==> config.mk <==
export PLATFORM = sky130hd
export DESIGN_NAME = shift_step_conditioner_flat
export DESIGN_NICKNAME = d
export VERILOG_FILES = /design/src/rtl/shift_ui_pkg.sv /design/src/rtl/shift_step_conditioner_if.sv /design/src/rtl/sync_2ff.sv /design/src/rtl/shift_step_conditioner.sv /design/src/flat_wrapper.sv
export SDC_FILE = /design/constraint.sdc
export NUM_CORES = 1
export LEC_CHECK = 0
export CAP_MARGIN = 5
export CORE_ASPECT_RATIO = 2
export CORE_MARGIN = 8
export CORE_UTILIZATION = 45
export DETAILED_ROUTE_END_ITERATION = 10
export PLACE_DENSITY = 0.68
export SKIP_CTS_REPAIR_TIMING = 1
export SYNTH_ARGS = -nofsm -noshare
export SYNTH_HDL_FRONTEND = slang
export SYNTH_SLANG_ARGS = --single-unit
==> constraint.sdc <==
create_clock -name CLK -period 3.3 [get_ports CLK]
set_clock_uncertainty 0.1 [all_clocks]
set_input_delay 0.33 -clock CLK [delete_from_list [all_inputs] [get_ports CLK]]
set_output_delay 0.33 -clock CLK [all_outputs]
set_load 0.005 [all_outputs]
Fig. 1: run 1, wire density map
The die is cut into 12 by 22 equal tiles; dark blue is low, red is high, scaled to the fullest tile. Values are wire area over tile area, all layers added.
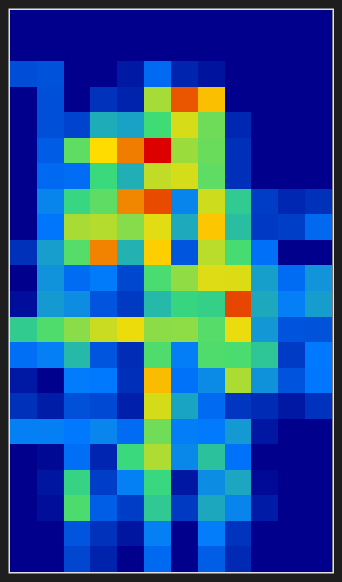
The emptiest ninth of the die: top right. 19% of the tiles are over half the peak. The mean over all tiles is 0.084. 30% of the tiles are nearly empty. The densest ninth of the die: middle. The fullest tile reaches 0.35.
overall routed net length: 3563 µm
routed wire length per instance: 12.77 µm

Fig. 2: run 1, close-up of the layout
Bar = 10 µm. Window x 19 to 44, y 64 to 89 µm. Cells in grey, sequential cells in the stronger grey; small squares are vias.
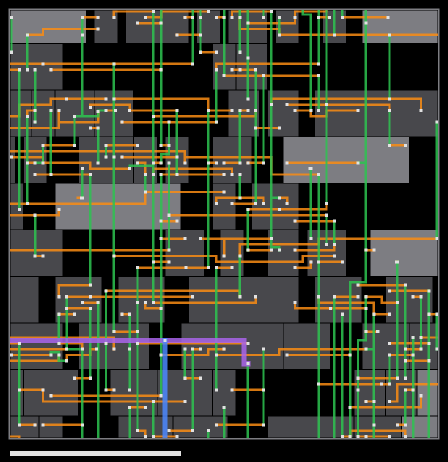
met3: drawn in purple. met1: drawn in orange. met4: drawn in blue. met2: drawn in green.
Most frequent: nor2_1 (8), dfxtp_1 (5), nand2_1 (4). Sequential cells in the window: 5. 51 logic cells have their middle in the window.

Fig. 3: run 1, sizing map
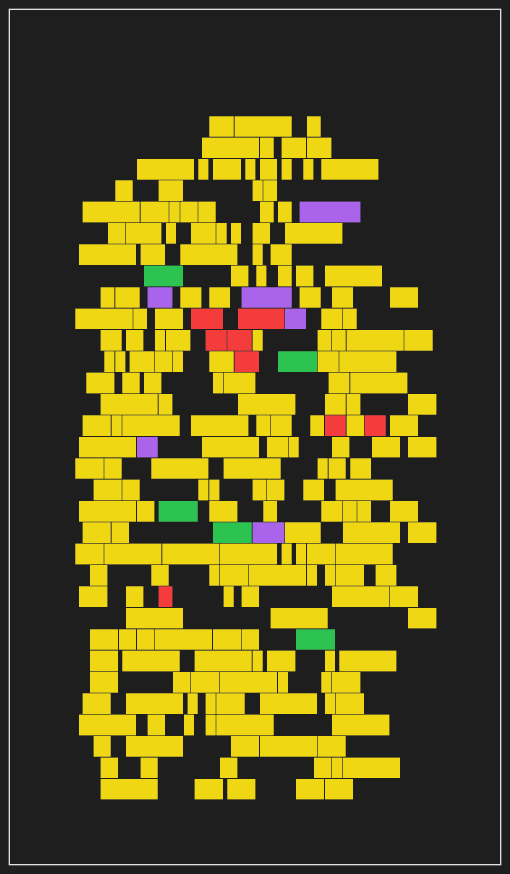
drive 1 or less: drawn in yellow, cells 206. drive 3 to 4: drawn in purple, cells 6. drive 6 and up: drawn in green, cells 5. drive 2: drawn in red, cells 8.
number of ordinary and repair buffers in the finished layout: 29
area growth from synthesis to layout: 18.98%
final setup slack of the worst path: 1197 ps
final design instance area without fill: 2298 µm²

==> run summary <==
This memo summarizes the results of the implementation run.

Outcome
The flow ran to the end, and the final reports show no timing, DRC or antenna violations.

Worst setup path
The sum of buffers and inverters on the critical path is 1. Per the STA report, the cell with the highest stage delay on the worst path is sky130_fd_sc_hd__clkdlybuf4s50_1. Per the timing report, the biggest fanout along the worst path comes to 7. The start-to-end type of the worst setup path is flip-flop to output pin. For this run, the slowest stage of the critical path takes ~500 ps. The minimum setup slack among reg-to-reg paths is 1380 ps. The arrival time of data at the worst endpoint is listed as around 1700 ps.

Power and ir drop
The share of total power dissipated in combinational logic is 0.036. The net load switching power is roughly 0.21 mW. Internal power comes to between 0.7 and 0.8 mW.

The power density relative to cell area is 409.1 nW/µm². Switching power as a fraction of the total was reported as 0.2213. The power report attributes to the clock group a share of 0.360. Of the total power, registers draw 0.604. The worst-case IR drop observed on VDD is approximately 0.44 mV. The dominant power group in this design is registers.

The sequential power reported by the tool is between 0.5 and 0.6 mW.

Synthesis
The post-synthesis chip area from yosys is a little under 2000 µm². The basic-gate share of the synthesized area counting and, or, nand and nor cells is 0.2863. The share of the synthesized area in the top cell type is 0.4767. After synthesis, the mean cell area works out to 9.806 µm².

Per the synth stats, the flop cell with the highest instance count is sky130_fd_sc_hd__dfxtp_1. The xor-xnor portion of the synthesized cell area is 0.01813. The synthesized design contains 0 enable-type register cells. The cell-mix breakdown from Yosys lists the compound-gate area share as 0.1004. Synthesis produced about 200 cells. Counting instances in the post-synthesis netlist gives the leading cell types as sky130_fd_sc_hd__dfxtp_1 (46), sky130_fd_sc_hd__nand2_1 (25), sky130_fd_sc_hd__and2_1 (17). The mux share of post-synthesis cell area is 0.05699. The cell count in the Yosys report is 197. The count of state elements after synthesis is between 40 and 50. In the post-synthesis netlist, the biggest area contributors are sky130_fd_sc_hd__dfxtp_1 (48%), sky130_fd_sc_hd__mux2i_1 (5.7%), sky130_fd_sc_hd__and2_1 (5.5%), sky130_fd_sc_hd__nand2_1 (4.9%), sky130_fd_sc_hd__a21oi_1 (2.6%).

Layout
The non-clock inverters instantiated in the layout total 4. The fraction of final layout cells with drive strength greater than 1 is 0.08444. The number of nets at the end of the flow is 237. The fraction of the core area covered by cells at the end of the flow is 0.5403. The fraction of final cell area spent on non-clock buffers in this run is 0.1252. The sequential fraction of total cell area is 0.4007.

The register cell area after layout is roughly 920 µm². Of the total standard cell area in the layout, the multi-input combinational portion is 0.3990. The finished layout holds 279 standard cells, fillers aside.

The top logic cell by instance count in the layout is sky130_fd_sc_hd__dfxtp_1. The number of antenna diodes is 0.

Final timing
Static timing analysis puts the maximum clock frequency at around 0.48 GHz. The worst slack on hold paths is around 330 ps. Setup repair after global routing left no endpoint under its margin. Per the slew report, the remaining headroom to the max-slew limit stands at 0.5238. The minimum clock period after layout is roughly 2100 ps. Adding up every negative setup slack in the final design gives 0 ps. The final hold violation count is 0.

Clock tree
The clock latency on the worst-skew pair is around 300 ps. The H-tree depth reported by CTS is 2. Buffers inserted during clock tree synthesis total 5. TritonCTS reports the number of clock sinks as around 46. The clock tree from TritonCTS is built. Looking at the clock tree report, the root buffer type is sky130_fd_sc_hd__clkbuf_8.

GRT
The most used routing layer in global routing is met2. The via count of the first global-routing pass is about 1.4k. The number of antenna violations at the first check in global routing was 0. On met2, the global router reports a usage of 0.1884.

Detailed routing
In this run the remaining antenna-violating nets after routing total 0. The amount of wire on met2 after detailed routing is 1652 µm. The routed wire length on met3 is between 150 and 200 µm. The highest signal layer in the routed design is met4. The routed layout has roughly 1.5k vias. For this run, design rule violations remaining after detail routing come to 0.

Die
The chip area is between 6000 and 7000 µm². The total area inside the core boundary comes to between 4000 and 5000 µm². At the floorplan stage, the core utilization is reported as 0.4541. The number of placement rows is 34.

Placed design
The HPWL after detailed placement is 2522 µm. The total placed instance area is 2208 µm². In this run the tool buffered the top-level ports with 28 buffer cells.

Before CTS, the worst setup slack after placement is about 1400 ps. The number of placed instances, taps included is about 270.

Run
The number of maximum-capacitance constraint violations is 0.
Power is estimated from default activity; no workload was simulated.
